**config.mk**
```make
export PLATFORM = sky130hd
export DESIGN_NAME = pattern_buffer_loader_flat
export DESIGN_NICKNAME = d
export VERILOG_FILES = /design/src/rtl/pattern_buffer_loader_if.sv /design/src/rtl/pattern_buffer_loader.sv /design/src/flat_wrapper.sv
export SDC_FILE = /design/constraint.sdc
export NUM_CORES = 1
export LEC_CHECK = 0
export CAP_MARGIN = 40
export CORE_MARGIN = 2
export CORE_UTILIZATION = 47
export CTS_BUF_LIST = sky130_fd_sc_hd__clkbuf_16
export DETAILED_ROUTE_END_ITERATION = 10
export PLACE_DENSITY = 0.84
export SYNTH_ARGS = -nofsm -noshare
export SYNTH_HDL_FRONTEND = slang
export SYNTH_SLANG_ARGS = --single-unit
```
**constraint.sdc**
```tcl
create_clock -name clk -period 2 [get_ports clk]
set_input_delay 0.4 -clock clk [delete_from_list [all_inputs] [get_ports clk]]
set_output_delay 0.4 -clock clk [all_outputs]
set_load 0.05 [all_outputs]
```
**src/rtl/pattern_buffer_loader_if.sv**
```systemverilog
// Host-side handshake bundle for pattern_buffer_loader: load request, byte stream,
// readback stream and frame/abort controls.
interface pattern_buffer_loader_if #(
    parameter int buffer_width = 8,
    parameter int addr_width   = 3
);
    logic                    load_req;
    logic [addr_width-1:0]   load_addr;
    logic                    load_ready;
    logic                    load_err;
    logic                    byte_valid;
    logic [buffer_width-1:0] byte_in;
    logic                    byte_ready;
    logic                    rb_valid;
    logic [buffer_width-1:0] rb_byte;
    logic                    abort;
    logic                    frame_sync;
    logic                    busy;

    modport master (
        output load_req, load_addr, byte_valid, byte_in, abort, frame_sync,
        input  load_ready, load_err, byte_ready, rb_valid, rb_byte, busy
    );

    modport slave (
        input  load_req, load_addr, byte_valid, byte_in, abort, frame_sync,
        output load_ready, load_err, byte_ready, rb_valid, rb_byte, busy
    );
endinterface

```
**src/rtl/pattern_buffer_loader.sv**
```systemverilog
// Serial-scan loader and frame-synchronous commit controller for the pattern buffer bank.
// Optional readback of displaced contents is enabled by defining BUFLOAD_READBACK_EN.
module pattern_buffer_loader #(
    parameter int buffer_size  = 22,
    parameter int buffer_width = 8,
    parameter int no_bufs      = 8
) (
    input  logic                       clk,
    input  logic                       rst_n,
    pattern_buffer_loader_if.slave     host,
    output logic                       ssel,
    output logic [$clog2(no_bufs)-1:0] saddr,
    output logic                       sin,
    input  logic                       sout,
    output logic [no_bufs-1:0]         buffer_select
);
    localparam int addr_w = $clog2(no_bufs);
    localparam int bit_w  = $clog2(buffer_width);
    localparam int cnt_w  = $clog2(buffer_size + 1);
    localparam logic [bit_w-1:0] last_bit  = bit_w'(buffer_width - 1);
    localparam logic [cnt_w-1:0] last_byte = cnt_w'(buffer_size - 1);

    typedef enum logic [1:0] {IDLE, WAIT_BYTE, SHIFT, PENDING} state_t;

    state_t                  state_q, state_d;
    logic [addr_w-1:0]       addr_q;
    logic [cnt_w-1:0]        byte_cnt_q;
    logic [bit_w-1:0]        bit_cnt_q;
    logic [buffer_width-1:0] sh_q;
    logic                    load_err_q;
    logic                    shift_in;
    logic                    accept;
    logic                    byte_done;

`ifdef BUFLOAD_READBACK_EN
    logic                    rb_valid_q;
    logic [buffer_width-1:0] rb_byte_q;

    assign shift_in      = sout;
    assign host.rb_valid = rb_valid_q;
    assign host.rb_byte  = rb_byte_q;
`else
    logic unused_sout;

    assign unused_sout   = sout;
    assign shift_in      = 1'b0;
    assign host.rb_valid = 1'b0;
    assign host.rb_byte  = '0;
`endif

    // The active buffer is the one marked in buffer_select; it may never be rewritten.
    assign accept    = (state_q == IDLE) && host.load_req && !buffer_select[host.load_addr];
    assign byte_done = (state_q == SHIFT) && (bit_cnt_q == last_bit);

    // NOTE: every always_comb output gets a default first so no path can infer a latch.
    always_comb begin
        state_d = state_q;
        case (state_q)
            IDLE:      if (accept) state_d = WAIT_BYTE;
            WAIT_BYTE: if (host.abort) state_d = IDLE;
                       else if (host.byte_valid) state_d = SHIFT;
            SHIFT:     if (host.abort) state_d = IDLE;
                       else if (byte_done) state_d = (byte_cnt_q == last_byte) ? PENDING : WAIT_BYTE;
            PENDING:   if (host.abort || host.frame_sync) state_d = IDLE;
        endcase
    end

    assign host.load_ready = (state_q == IDLE);
    assign host.byte_ready = (state_q == WAIT_BYTE);
    assign host.busy       = (state_q != IDLE);
    assign host.load_err   = load_err_q;
    assign ssel            = (state_q == SHIFT);
    assign sin             = ssel & sh_q[buffer_width-1];
    assign saddr           = addr_q;

    // NOTE: sequential state uses non-blocking assignments so all registers update together.
    always_ff @(posedge clk or negedge rst_n) begin
        if (!rst_n) begin
            state_q       <= IDLE;
            addr_q        <= '0;
            byte_cnt_q    <= '0;
            bit_cnt_q     <= '0;
            sh_q          <= '0;
            load_err_q    <= 1'b0;
            buffer_select <= no_bufs'(1);
`ifdef BUFLOAD_READBACK_EN
            rb_valid_q    <= 1'b0;
            rb_byte_q     <= '0;
`endif
        end else begin
            state_q    <= state_d;
            load_err_q <= (state_q == IDLE) && host.load_req && buffer_select[host.load_addr];
`ifdef BUFLOAD_READBACK_EN
            rb_valid_q <= 1'b0;
`endif
            case (state_q)
                IDLE: if (accept) begin
                    addr_q     <= host.load_addr;
                    byte_cnt_q <= '0;
                end
                WAIT_BYTE: if (host.byte_valid && !host.abort) begin
                    sh_q      <= host.byte_in;
                    bit_cnt_q <= '0;
                end
                SHIFT: begin
                    // The bank shifts on this same edge, so sout still shows the bit leaving it.
                    sh_q      <= {sh_q[buffer_width-2:0], shift_in};
                    bit_cnt_q <= bit_cnt_q + 1'b1;
                    if (byte_done && !host.abort) begin
                        byte_cnt_q <= byte_cnt_q + 1'b1;
`ifdef BUFLOAD_READBACK_EN
                        rb_valid_q <= 1'b1;
                        rb_byte_q  <= {sh_q[buffer_width-2:0], sout};
`endif
                    end
                end
                PENDING: if (host.frame_sync && !host.abort) begin
                    buffer_select         <= '0;
                    buffer_select[addr_q] <= 1'b1;
                end
            endcase
        end
    end
endmodule
```
**src/flat_wrapper.sv**
```systemverilog
// flat-port wrapper written by rule: the top's interface ports become plain ports
module pattern_buffer_loader_flat 
#(
    parameter int buffer_size  = 22,
    parameter int buffer_width = 8,
    parameter int no_bufs      = 8
)
  (clk, rst_n, ssel, saddr, sin, sout, buffer_select, host_load_req, host_load_addr, host_byte_valid, host_byte_in, host_abort, host_frame_sync, host_load_ready, host_load_err, host_byte_ready, host_rb_valid, host_rb_byte, host_busy);
  pattern_buffer_loader_if #(.buffer_width(buffer_width)) host_i ();
  input  logic clk;
  input  logic rst_n;
  output logic ssel;
  output logic [$clog2(no_bufs)-1:0] saddr;
  output logic sin;
  input  logic sout;
  output logic [no_bufs-1:0] buffer_select;
  input wire logic [$bits(host_i.load_req)-1:0] host_load_req;
  input wire logic [$bits(host_i.load_addr)-1:0] host_load_addr;
  input wire logic [$bits(host_i.byte_valid)-1:0] host_byte_valid;
  input wire logic [$bits(host_i.byte_in)-1:0] host_byte_in;
  input wire logic [$bits(host_i.abort)-1:0] host_abort;
  input wire logic [$bits(host_i.frame_sync)-1:0] host_frame_sync;
  output wire logic [$bits(host_i.load_ready)-1:0] host_load_ready;
  output wire logic [$bits(host_i.load_err)-1:0] host_load_err;
  output wire logic [$bits(host_i.byte_ready)-1:0] host_byte_ready;
  output wire logic [$bits(host_i.rb_valid)-1:0] host_rb_valid;
  output wire logic [$bits(host_i.rb_byte)-1:0] host_rb_byte;
  output wire logic [$bits(host_i.busy)-1:0] host_busy;
  assign host_i.load_req = host_load_req;
  assign host_i.load_addr = host_load_addr;
  assign host_i.byte_valid = host_byte_valid;
  assign host_i.byte_in = host_byte_in;
  assign host_i.abort = host_abort;
  assign host_i.frame_sync = host_frame_sync;
  assign host_load_ready = host_i.load_ready;
  assign host_load_err = host_i.load_err;
  assign host_byte_ready = host_i.byte_ready;
  assign host_rb_valid = host_i.rb_valid;
  assign host_rb_byte = host_i.rb_byte;
  assign host_busy = host_i.busy;
  pattern_buffer_loader #(.buffer_size(buffer_size), .buffer_width(buffer_width), .no_bufs(no_bufs)) u_core (.clk(clk), .rst_n(rst_n), .host(host_i), .ssel(ssel), .saddr(saddr), .sin(sin), .sout(sout), .buffer_select(buffer_select));
endmodule
```
**Run 1: placement by cell class**

Scale: 6 px per µm. Fill, decap, tap and diode cells in grey.
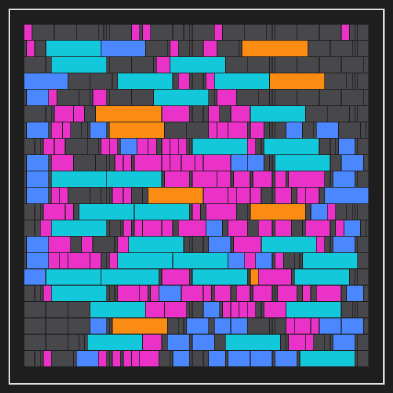
blue -> remaining buffers and delay cells  # cells 45, share of their area 20%
magenta -> remaining logic cells  # cells 123, share of their area 36%
orange -> clock drivers and dummy loads  # cells 8, share of their area 8.8%
cyan -> registers  # cells 30, share of their area 35%

**Run 1: clock nets**

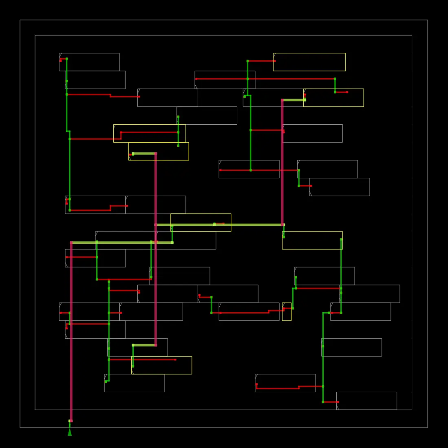
clock sinks: 30
power of the clock network: 967 µW

**Run 1: M2 wires**

Scale: 6 px per µm. Cells faint in the background.
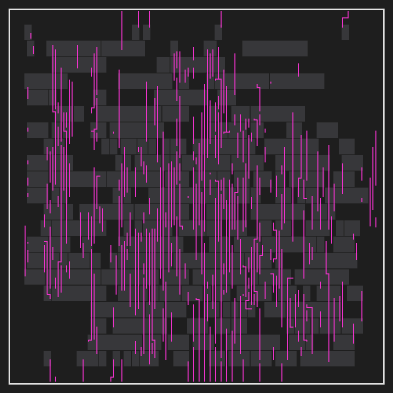
longest straight run = 27.2 µm
main direction = vertical
nets with wire on the layer = 194
wire length on this layer = 1700 µm
share of all routed wire = 50%
Total Routed Length: 3380 µm
via count: 1271

**Run 1: pin placement**

Scale: 4 px per µm. Pins as bars across the die edge, other pins in grey.
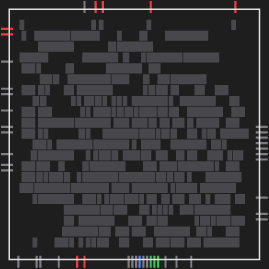
blue -> `host_frame_sync`  # pins 1, direction input, edge bottom
green -> `saddr`  # pins 3, direction output, edge bottom
red -> `host_rb_byte`  # pins 8, direction output, edge 4 top, 2 left, 2 bottom
all pins by edge = 18 bottom, 11 left, 10 right, 5 top
Die Y-Extent: 62.2 µm
input/output buffers: 33
Die W: 62.2 µm

==> run 1: kinds of logic after synthesis <==
kind of cell             count (synthesis)  synth area share [%]
AND/OR/NAND/NOR                         52                  16.0
AND-OR/OR-AND                           34                  15.3
flip-flops                              30                  47.2
buffers and inverters                   28                  9.90
multiplexers                            11                  7.15
adder cells (fa/ha/maj)                  4                  3.14
XOR/XNOR                                 2                  1.10
other                                    1                 0.236
==> run 1: cells in the mapped netlist (2+ instances only) <==
master and n:
buf_6 2, o41ai_1 6, nand3_1 4, nor2b_1 2
mux2i_1 8, inv_1 11, a21oi_1 2, mux2_2 3
o22ai_1 4, buf_2 3, xor2_1 2, ha_1 4
nand4b_1 2, clkbuf_1 3, o21ai_0 12, nand2_1 30
o31ai_1 2, dfrtp_1 29, nor2_1 5, buf_4 9
==> run 1: stage by stage <==
| stage | hold WS (ns) | util [%] | instances | power (µW) |
|---|---|---|---|---|
| after CTS | 0.487 | 67.0 | 252 | 2730 |
| final | 0.483 | 67.0 | 252 | 2710 |
| after global placement | 0.457 | 61.3 | 244 | 1720 |
| after detailed placement | 0.470 | 61.3 | 244 | 1750 |
| after floorplan | 0.104 | - | 170 | 1460 |
| after global routing | 0.519 | 67.0 | 252 | 2860 |
==> run 1: layout make-up <==
class,instances,area share [%]
Clock buffer,5,5.69
Timing Repair Buffer,45,19.8
Multi-Input combinational cell,112,33.0
Tap cell,46,2.62
Sequential cell,30,34.2
Inverter,11,1.88
Clock inverter,3,2.90
==> run 1: sequential cells by signal, summed over array words and instances (netlist names) <==
register and count:
u_core.bit_cnt_q 3, u_core.buffer_select 8, u_core.byte_cnt_q 5, u_core.host.load_err 1, u_core.saddr 3, u_core.sh_q 8, u_core.state_q 2
==> run 1: routing by layer <==
metal | vias to the layer above | wire length, µm
met5 | - | 0
met4 | 0 | 92
met3 | 9 | 149
met2 | 36 | 1700
met1 | 597 | 1440
li1 | 629 | -
==> run 1: power by group through the flow <==
stage	logic (µW)	clock network [µW]	registers [µW]
3_5_place_dp	832	0	916
2_1_floorplan	415	0	1040
4_1_cts	844	976	912
3_3_place_gp	807	0	910
5_1_grt	907	1020	936
6_report	833	967	913
==> run 1: how the worst max path moves through the flow <==
stage	start	endpoint	slack [ns]	cells past startpoint
floorplan	u_core.buffer_select[7]	u_core.saddr[0]	0.16	4
global placement	host_load_addr[1]	u_core.saddr[0]	-0.04	5
detailed placement	host_load_addr[1]	u_core.saddr[0]	-0.08	5
CTS	u_core.buffer_select[3]	buffer_select[3]	0.12	1
global route	u_core.buffer_select[3]	buffer_select[3]	0.09	1
finish	u_core.buffer_select[3]	buffer_select[3]	0.13	1
==> reports/qor.log, run 1 <==
qor: outcome.status finished clean
qor: global_routing.grt.met2_usage 32.7%
qor: synthesis.synth_cells 162
qor: clock_network.tritoncts yes
qor: power.net-switching-power 917 µW
qor: power.areal_power_density_over_the_cells 1230 nW/µm²
qor: power.clkPwrFrac 35.6%
qor: setup_path.setup.worst_path.end_class output pin
qor: global_routing.grtUsageTotal 19.9%
qor: synthesis.biggest_area_cells dfrtp_1, nand2_1, mux2i_1
qor: place.placed_area 2010 µm²
qor: synthesis.synth_area_leader_cell dfrtp_1
qor: place.gpl.final_weighted_congestion 0.774
qor: cells_and_area.fin_area 2200 µm²
qor: synthesis.ys_types 39
qor: synthesis.flop_cell dfrtp_1
qor: flow_run.tool_warnings 28
qor: synthesis.synthDominantCellAreaShare 45.6%
qor: cells_and_area.final_layout_size_suffix_gt1_share 19.4%
qor: synthesis.synth_sequential_area_ratio 47.2%
qor: route.drcViolationCount 0
qor: route.drt_first_iter_violations 20
qor: setup_path.cp_cell_sequence clkdlybuf4s50_1
qor: route.avgRoutedWirePerCell 13.4 µm
qor: clock_network.cts_buffer_count 5
qor: floorplanning.ios 44
qor: global_routing.number_of_antenna_violations_at_the_first_check_in_global_routing 0
qor: sta.setup_viol_count_final 0
qor: clock_network.cts_repair_resize_count 0
qor: cells_and_area.seq_area 752 µm²
qor: setup_path.cp_slowest_cell clkdlybuf4s50_1
qor: route.dr.pass1.iters 4
qor: cells_and_area.mi_logic_area 726 µm²
qor: clock_network.postCtsSetupBuffers 0
qor: clock_network.cts_root_buf clkbuf_16
qor: setup_path.highest_cell_delay_on_the_worst_timing_path 0.82 ns
qor: global_routing.gr-usage-met1 24.9%
qor: synthesis.synth-edff-count 0
qor: global_routing.grt-ovfl-total 0
qor: sta.worst_slew_pin_slew 0.506 ns
qor: clock_network.clock.latency.late_pin 0.27 ns
qor: global_routing.number_of_global_route_vias_before_repair 1310
qor: setup_path.worst-path-buf-inv 1
qor: floorplanning.die_area 3870 µm²
qor: setup_path.worstSetupStartpointType flop
qor: cells_and_area.count_of_inserted_antenna_diode_cells 0
qor: power.seq_power_share 33.6%
qor: route.routed_via_density 5.04
qor: setup_path.worstPathRequired 1.60 ns
qor: sta.timing.clock.skew 0.00183 ns
qor: synthesis.synth-warning-count 0
qor: setup_path.timing.critical_path.fanout_max 3
qor: clock_network.cts.path.max_buffers 2
qor: worst_hold_path.min_delay_worst_endpoint u_core.sh_q[3]
qor: sta.finalHoldViolations 0
qor: cells_and_area.fill_cells 254
qor: global_routing.grt_start_max_net_pins 31
qor: sta.final_critical_path_time_including_i_o_delays_and_setup 1.87 ns
qor: cells_and_area.area_delta_synth_final 38.3%
qor: sta.timing.fmax 535 MHz
qor: cells_and_area.final_layout_top_logic_cells nand2_1, dfrtp_1, clkdlybuf4s50_1
qor: clock_network.clk_pin_slew_worst_paths 0.05 ns
qor: flow_run.cap_violations 0
qor: setup_path.regToRegEndpoint u_core.byte_cnt_q[0]
qor: setup_path.worst_ep_arrival_time 1.47 ns
qor: clock_network.post_cts_hold_buffer_count 0
qor: setup_path.r2r-start u_core.bit_cnt_q[0]
qor: clock_network.cts-htree-levels 2
qor: floorplanning.floorplan.core_util 48.5%
qor: sta.timing.setup.tns 0 ns
qor: route.count_of_antenna_violating_nets_left_after_detailed_routing 0
qor: power.internal_power 1800 µW
qor: synthesis.synthesis.area 1590 µm²
qor: place.detailedPlace.worstSlack -0.0782 ns
**Run 1: clock wires, drivers and flops**

Scale: 10 px per µm.
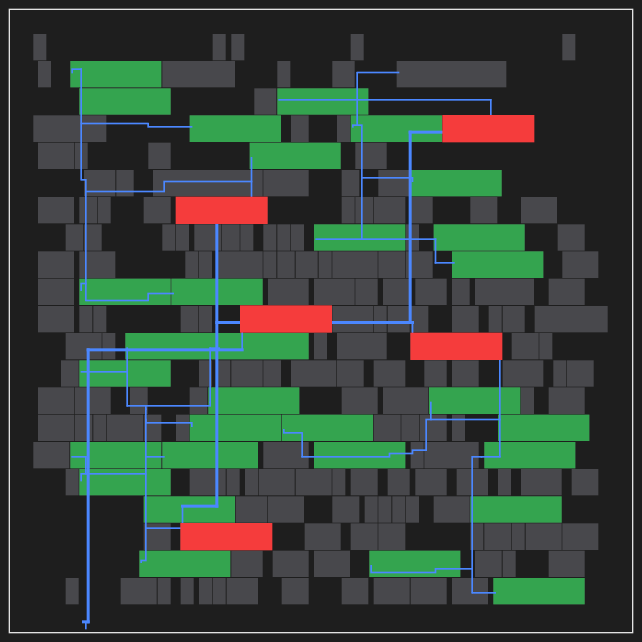

## Run 2: what changed since run 1
--- a/config.mk
+++ b/config.mk
@@ -11,6 +11,7 @@
 export CTS_BUF_LIST = sky130_fd_sc_hd__clkbuf_16
 export DETAILED_ROUTE_END_ITERATION = 10
 export PLACE_DENSITY = 0.84
+export SLEW_MARGIN = 20
 export SYNTH_ARGS = -nofsm -noshare
 export SYNTH_HDL_FRONTEND = slang
 export SYNTH_SLANG_ARGS = --single-unit
==> constraint.sdc (replaced) <==
create_clock -name clk -period 2 [get_ports clk]
set_input_delay 0.3 -clock clk [delete_from_list [all_inputs] [get_ports clk]]
set_output_delay 0.3 -clock clk [all_outputs]
set_load 0.005 [all_outputs]
**Run 2: clock wires, drivers and flops**

Scale: 10 px per µm.
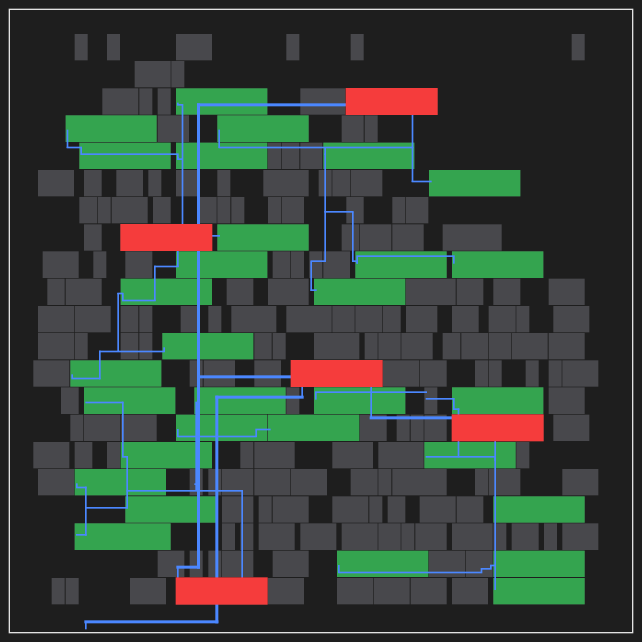
green -> flip-flops  # count 30
blue -> clock wires  # length 417 µm
red -> clock-net drivers  # count 5
flops lie = widely spread
clock insertion delay at the later pin of the skew report: 0.28 ns
proportion of power drawn by the clock network: 32.4%
power of the clock network: 701 µW

**Run 2: placement by cell class**

Scale: 6 px per µm. Fill, decap, tap and diode cells in grey.
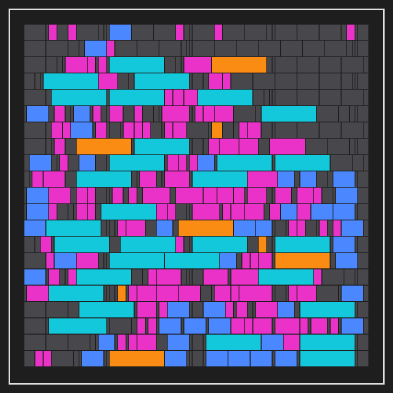
magenta -> remaining logic cells  # cells 123, share of their area 37%
cyan -> registers  # cells 30, share of their area 36%
orange -> clock drivers and dummy loads  # cells 8, share of their area 6.7%
blue -> remaining buffers and delay cells  # cells 44, share of their area 20%

**Run 2: clock nets**

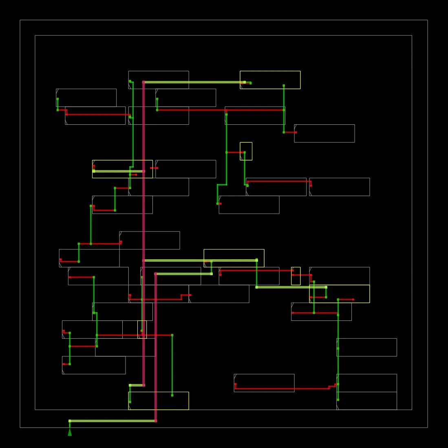
worst clock skew on the final layout: 0.00257 ns
number of clock buffers in the layout: 5
count of flip-flops and latches: 30

==> reports/qor.log, run 2 <==
qor: synthesis.yosys.stat.chipArea 1590 µm²
qor: setup_path.worst_setup_path_startpoint u_core.state_q[0]
qor: worst_hold_path.hold_path.class input pin to async pin
qor: clock_network.cts.sink_count 30
qor: clock_network.cts_buffer_count 5
qor: cells_and_area.area_delta_synth_final 33.4%
qor: route.routed_via_density 5.05
qor: clock_network.tritoncts yes
qor: place.detailedPlace.worstSlack 0.0196 ns
qor: setup_path.highest_cell_delay_on_the_worst_timing_path 0.49 ns
qor: cells_and_area.final_layout_size_suffix_gt1_share 14.1%
qor: global_routing.grt-ovfl-total 0
qor: clock_network.cts.path.max_buffers 2
qor: sta.grt_setup_unrepaired false
qor: synthesis.synth-warning-count 0
qor: synthesis.simple_logic_cell_fraction_of_the_synthesized_area 16.0%
qor: setup_path.cp_cell_sequence nand2b_4 -> clkinvlp_4 -> and2_1 -> clkdlybuf4s50_1
qor: clock_network.clk_pin_slew_worst_paths 0.05 ns
qor: floorplanning.dieHeight 62.2 µm
qor: route.totalWireLength 3220 µm
qor: global_routing.global_route_wire_length_before_repair 5530 µm
qor: route.dr.pass1.iters 4
qor: synthesis.ys_types 39
qor: place.placed_area 1970 µm²
qor: route.drt_first_iter_violations 33
qor: synthesis.synthesis.area 1590 µm²
qor: synthesis.post_synthesis_compound_gate_area_fraction 15.3%
qor: setup_path.worstSetupStartpointType flop
qor: sta.final_critical_path_time_including_i_o_delays_and_setup 1.91 ns
qor: floorplanning.core_ar 3280 µm²
qor: setup_path.worstPathRequired 1.70 ns
qor: cells_and_area.count_of_inserted_antenna_diode_cells 0
qor: clock_network.cts_root_buf clkbuf_16
qor: global_routing.number_of_global_route_vias_before_repair 1232
qor: sta.maxSlewViolCount 0
qor: setup_path.reg2reg_setup_slack 0.28 ns
qor: floorplanning.row_count 21
qor: sta.final.hold.worst_slack 0.411 ns
qor: synthesis.biggest_area_cells dfrtp_1, nand2_1, mux2i_1
qor: power.power.static_leakage 0.000929 µW
qor: synthesis.synth_xor_xnor_area_share 1.10%
qor: sta.setup_viol_count_final 0
qor: floorplanning.floorplan.core_util 48.5%
qor: synthesis.synth_cells 162
qor: synthesis.synth_sequential_area_ratio 47.2%
qor: setup_path.worst_ep_arrival_time 1.61 ns
qor: synthesis.synth-edff-count 0
qor: floorplanning.ios 44
qor: power.areal_power_density_over_the_cells 1020 nW/µm²
qor: setup_path.timing.setup.critical_path_class flop to output pin
qor: global_routing.grtUsageTotal 18.4%
qor: place.portBuffers 33
qor: sta.timing.fmax 525 MHz
qor: setup_path.setup.worst_path.end_class output pin
qor: synthesis.synth.mux.area_fraction 7.15%
qor: sta.finalHoldViolations 0
qor: synthesis.synth_dominant_cell_count nand2_1
qor: synthesis.synth.logic.top_family simple AND/OR/NAND/NOR gates
qor: setup_path.cp_slowest_cell clkdlybuf4s50_1
qor: route.via_count 1268
qor: synthesis.synth.cells.most_frequent nand2_1, dfrtp_1, o21ai_0
qor: floorplanning.die_w 62.2 µm
qor: synthesis.synth_stat.cells 162
qor: setup_path.timing.critical_path.fanout_max 8
qor: cells_and_area.final_layout_top_logic_cells clkdlybuf4s50_1, nand2_1, dfrtp_1
qor: setup_path.r2r-start u_core.bit_cnt_q[0]
qor: route.drcViolationCount 0
qor: sta.final_period_utilization 95.3%
qor: flow_run.tool_warnings 28
qor: synthesis.synth.avg_cell_area 9.82 µm²
qor: synthesis.async_s_r_ff_share_synth 100%
qor: global_routing.grt_start_max_net_pins 31
qor: cells_and_area.dominant_logic_cell_type_in_the_layout clkdlybuf4s50_1
qor: power.power.ir.vdd_worst 0.626 mV
qor: route.count_of_antenna_violating_nets_left_after_detailed_routing 0
qor: flow_run.cap_violations 0
qor: route.avgRoutedWirePerCell 12.8 µm
qor: synthesis.synthDominantCellAreaShare 45.6%
qor: cells_and_area.share_of_the_core_filled_with_cells 64.6%
qor: synthesis.flop_cell dfrtp_1
qor: sta.setup_slack 0.0936 ns
qor: clock_network.cts-htree-levels 2
qor: global_routing.number_of_antenna_violations_at_the_first_check_in_global_routing 0
qor: synthesis.synth-seq-cells 30
qor: cells_and_area.fin_area 2120 µm²
qor: synthesis.synth_area_leader_cell dfrtp_1
qor: floorplanning.die_area 3870 µm²
qor: sta.timing.setup.tns 0 ns
qor: cells_and_area.final_nets 226
qor: place.gpl.final_weighted_congestion 0.825
qor: outcome.status finished clean
qor: cells_and_area.largest_regs u_core.buffer_select x8, u_core.sh_q x8, u_core.byte_cnt_q x5
qor: synthesis.adders_majority_by_area 3.14%
qor: place.detailedPlacementHpwl 2280 µm
run 2: cell counts after synthesis:
Identical to the previous run, type by type.
run 2: cell type report:
| type | instances | area [µm²] |
|---|---|---|
| clock inverter | 3 | 12.5 |
| multi-input combinational | 112 | 718 |
| tap | 46 | 57.6 |
| timing repair buffer | 44 | 413 |
| sequential | 30 | 752 |
| clock buffer | 5 | 125 |
| fill | 263 | 1160 |
| inverter | 11 | 45.0 |
run 2: report_power, final:
part | switching, µW | total [µW] | internal, µW
registers | 137 | 910 | 773
clock network | 253 | 701 | 448
logic | 248 | 553 | 305
total | 639 | 2160 | 1530
run 2: worst paths after layout:
kind | cells after the start | endpoint
max | 4 | sin
min | 2 | u_core.buffer_select[1]
max reg2reg | 7 | u_core.byte_cnt_q[0]
min reg2reg | 2 | u_core.sh_q[2]
max in group asynchronous | 2 | u_core.buffer_select[0]
min in group clk | 2 | u_core.sh_q[2]
run 2: metrics by stage:
stage,total power (µW),std cells
after floorplan,1190,170
after global placement,1430,241
after detailed placement,1460,241
after CTS,2170,249
after global routing,2300,251
final,2160,251
run 2: kinds of logic (layout without fill, tap and decap cells):
family / Yosys count / after routing
simple gates: 52 / 52
compound gates: 34 / 34
flops: 30 / 30
buf+inv: 28 / 63
mux: 11 / 11
fa+ha+maj: 4 / 4
xor+xnor: 2 / 2
other cells: 1 / 9
run 2: what timing repair did:
item,4_1_cts,5_1_grt
setup buffers,0,2
hold buffers,0,0
hold endpoints to repair,0,0
endpoints found under the setup margin,1,1
cloned,0,0
resized,1,0
run 2: metal layers:
layer	vias to the layer above	global-route usage, %	routed length, µm
met5	-	0	0
met4	0	10.0	68
met3	6	6.16	146
met2	29	27.4	1520
met1	606	23.5	1490
li1	627	-	-
run 2: critical path: cells and delay by family, from the launching register on:
kind / cells / cell delay (ns)
and+or+nand+nor: 2 / 0.32
DFF: 1 / 0.38
buffers and inverters: 2 / 0.63
## Run 3: what changed since run 2
--- a/config.mk
+++ b/config.mk
@@ -15,3 +15,4 @@
 export SYNTH_ARGS = -nofsm -noshare
 export SYNTH_HDL_FRONTEND = slang
 export SYNTH_SLANG_ARGS = --single-unit
+export TNS_END_PERCENT = 20
**Run 3: placement by cell class**

Scale: 6 px per µm. Fill, decap, tap and diode cells in grey.
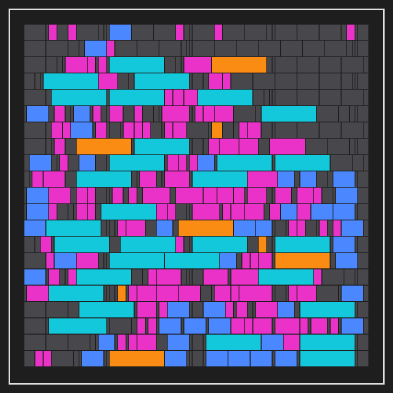
cyan -> registers  # cells 30, share of their area 36%
orange -> clock drivers and dummy loads  # cells 8, share of their area 6.7%
blue -> remaining buffers and delay cells  # cells 44, share of their area 20%
magenta -> remaining logic cells  # cells 123, share of their area 37%
share of the core filled with cells: 64.6%
total number of placement rows: 21
share of cell area taken by flip-flops and latches: 35.4%
Core ar.: 3280 µm²
final instance area: 2120 µm²

**Run 3: pin placement**

Scale: 4 px per µm. Pins as bars across the die edge, other pins in grey.
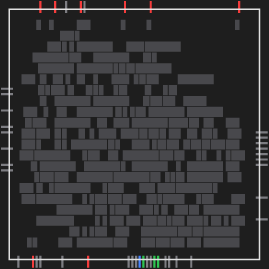
red -> `host_rb_byte`  # pins 8, direction output, edge 6 top, 2 bottom
green -> `saddr`  # pins 3, direction output, edge bottom
blue -> `host_frame_sync`  # pins 1, direction input, edge bottom
all pins by edge = 19 bottom, 9 right, 8 left, 8 top

==> reports/qor.log, run 3 <==
qor: outcome.status finished clean
qor: place.detailedPlacementHpwl 2280 µm
qor: cells_and_area.dominant_logic_cell_type_in_the_layout clkdlybuf4s50_1
qor: cells_and_area.final_layout_size_suffix_gt1_share 14.1%
qor: place.dpl.cell_count 241
qor: floorplanning.die_area 3870 µm²
qor: route.drt_first_iter_violations 33
qor: setup_path.timing.setup.critical_path_class flop to output pin
qor: floorplanning.floorplan.core_util 48.5%
qor: cells_and_area.count_of_inserted_antenna_diode_cells 0
qor: cells_and_area.area_delta_synth_final 33.4%
qor: cells_and_area.final_nets 226
qor: sta.finalHoldViolations 0
qor: power.power.ir.vdd_worst 0.626 mV
qor: synthesis.synth.mux.area_fraction 7.15%
qor: synthesis.synth.logic.top_family simple AND/OR/NAND/NOR gates
qor: global_routing.grt_start_max_net_pins 31
qor: synthesis.synth_dominant_cell_count nand2_1
qor: synthesis.synth_xor_xnor_area_share 1.10%
qor: synthesis.synth-edff-count 0
qor: cells_and_area.final_cell_count_no_fill 251
qor: route.via_count 1268
qor: route.routed_via_density 5.05
qor: sta.timing.setup.tns 0 ns
qor: global_routing.number_of_global_route_vias_before_repair 1232
qor: flow_run.cap_violations 0
qor: synthesis.synth.avg_cell_area 9.82 µm²
qor: flow_run.tool_warnings 28
qor: global_routing.grt-ovfl-total 0
qor: cells_and_area.fill_cells 263
qor: sta.final_critical_path_time_including_i_o_delays_and_setup 1.91 ns
qor: cells_and_area.largest_regs u_core.buffer_select x8, u_core.sh_q x8, u_core.byte_cnt_q x5
qor: route.totalWireLength 3220 µm
qor: global_routing.grtUsageTotal 18.4%
qor: setup_path.timing.critical_path.fanout_max 8
qor: synthesis.synth.cells.most_frequent nand2_1, dfrtp_1, o21ai_0
qor: clock_network.cts.path.max_buffers 2
qor: clock_network.clock.latency.late_pin 0.28 ns
qor: route.avgRoutedWirePerCell 12.8 µm
qor: setup_path.worstPathRequired 1.70 ns
qor: worst_hold_path.hold_path.class input pin to async pin
qor: clock_network.cts_root_buf clkbuf_16
qor: floorplanning.die_w 62.2 µm
qor: clock_network.clk_pin_slew_worst_paths 0.05 ns
qor: synthesis.synth-seq-cells 30
qor: floorplanning.dieHeight 62.2 µm
qor: setup_path.worst_ep_arrival_time 1.61 ns
qor: clock_network.post_cts_hold_buffer_count 0
qor: synthesis.synth-warning-count 0
qor: synthesis.yosys.stat.chipArea 1590 µm²
qor: sta.timing.clock.skew 0.00257 ns
qor: global_routing.global_route_wire_length_before_repair 5530 µm
qor: synthesis.synthDominantCellAreaShare 45.6%
qor: synthesis.adders_majority_by_area 3.14%
qor: place.gpl.final_weighted_congestion 0.825
qor: clock_network.cts.sink_count 30
qor: place.placed_area 1970 µm²
qor: setup_path.setup.worst_path.end_class output pin
qor: clock_network.cts-htree-levels 2
qor: synthesis.synth_cells 162
qor: synthesis.synth_sequential_area_ratio 47.2%
qor: synthesis.synthesis.area 1590 µm²
qor: route.drcViolationCount 0
qor: sta.grt_setup_unrepaired false
qor: sta.maxSlewViolCount 0
qor: sta.setup_viol_count_final 0
qor: sta.final_period_utilization 95.3%
qor: route.dr.pass1.iters 4
qor: place.portBuffers 33
qor: route.count_of_antenna_violating_nets_left_after_detailed_routing 0
qor: power.areal_power_density_over_the_cells 1020 nW/µm²
qor: power.power.static_leakage 0.000929 µW
qor: synthesis.synth_stat.cells 162
qor: synthesis.biggest_area_cells dfrtp_1, nand2_1, mux2i_1
qor: synthesis.flop_cell dfrtp_1
qor: synthesis.synth_area_leader_cell dfrtp_1
qor: setup_path.worstSetupStartpointType flop
qor: synthesis.post_synthesis_compound_gate_area_fraction 15.3%
qor: power.p_total 2160 µW
qor: clock_network.tritoncts yes
qor: floorplanning.ios 44
qor: cells_and_area.final_layout_top_logic_cells clkdlybuf4s50_1, nand2_1, dfrtp_1
qor: synthesis.async_s_r_ff_share_synth 100%
qor: global_routing.number_of_antenna_violations_at_the_first_check_in_global_routing 0
qor: synthesis.ys_types 39
qor: sta.timing.fmax 525 MHz
qor: synthesis.simple_logic_cell_fraction_of_the_synthesized_area 16.0%
**Run 3: clock nets**

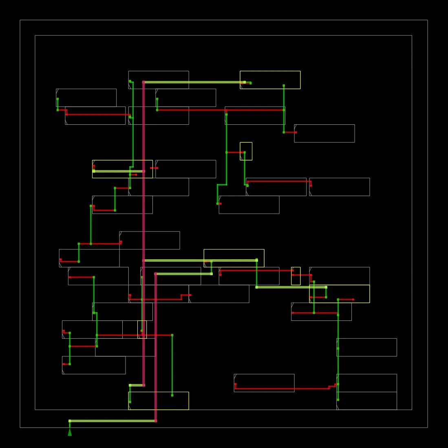
CTS buffer count: 5

run 3: area by class of cell:
class                           instances  area (µm²)  area share, %
Multi-Input combinational cell        112         718           33.8
Clock buffer                            5         125           5.89
Timing Repair Buffer                   44         413           19.4
Clock inverter                          3        12.5          0.589
Inverter                               11        45.0           2.12
Tap cell                               46        57.6           2.71
Sequential cell                        30         752           35.4
run 3: repair_timing:
item | 4_1_cts | 5_1_grt
setup buffers | 0 | 2
endpoints found under the hold margin | 0 | 0
cloned | 0 | 0
endpoints found under the setup margin | 1 | 1
resized | 1 | 0
run 3: final timing paths:
path	start	endpoint	slack, ns	cells after the start
worst max-delay path	u_core.state_q[0]	sin	0.09	4
worst min-delay path	rst_n	u_core.buffer_select[1]	0.41	2
worst max register to register	u_core.bit_cnt_q[0]	u_core.byte_cnt_q[0]	0.28	7
worst min register to register	u_core.sh_q[1]	u_core.sh_q[2]	0.49	2
max in group asynchronous	rst_n	u_core.buffer_select[0]	1.28	2
min in group clk	u_core.sh_q[1]	u_core.sh_q[2]	0.49	2
run 3: power by group:
group	internal [µW]	switching, µW
logic	305	248
registers	773	137
clock network	448	253
run 3: routing by layer:
layer | vias up | share of wire (%) | wire (µm) | GRT usage, %
met5 | - | 0 | 0 | 0
met4 | 0 | 2.1 | 68 | 10.0
met3 | 6 | 4.5 | 146 | 6.16
met2 | 29 | 47 | 1520 | 27.4
met1 | 606 | 46 | 1490 | 23.5
li1 | 627 | - | - | -
run 3: through the flow:
step / setup WS, ns / hold WS [ns]
global placement: 0.0435 / 0.472
finish: 0.0936 / 0.411
detailed placement: 0.0196 / 0.476
floorplan: 0.263 / 0.00441
global route: 0.0216 / 0.462
CTS: 0.0538 / 0.423
run 3: worst max-delay path: stages (launching register included):
cell,delay [ns]
dfrtp_1,0.38
nand2b_4,0.18
clkinvlp_4,0.14
and2_1,0.14
clkdlybuf4s50_1,0.49
run 3: cells by family (layout without fill, tap and decap cells):
| logic type | Yosys count | after routing |
|---|---|---|
| simple gates | 52 | 52 |
| compound gates | 34 | 34 |
| flops | 30 | 30 |
| buf+inv | 28 | 63 |
| mux | 11 | 11 |
| fa+ha+maj | 4 | 4 |
| xor+xnor | 2 | 2 |
| other cells | 1 | 9 |
Power figures rest on the tool's default switching activity, not on a simulated workload.
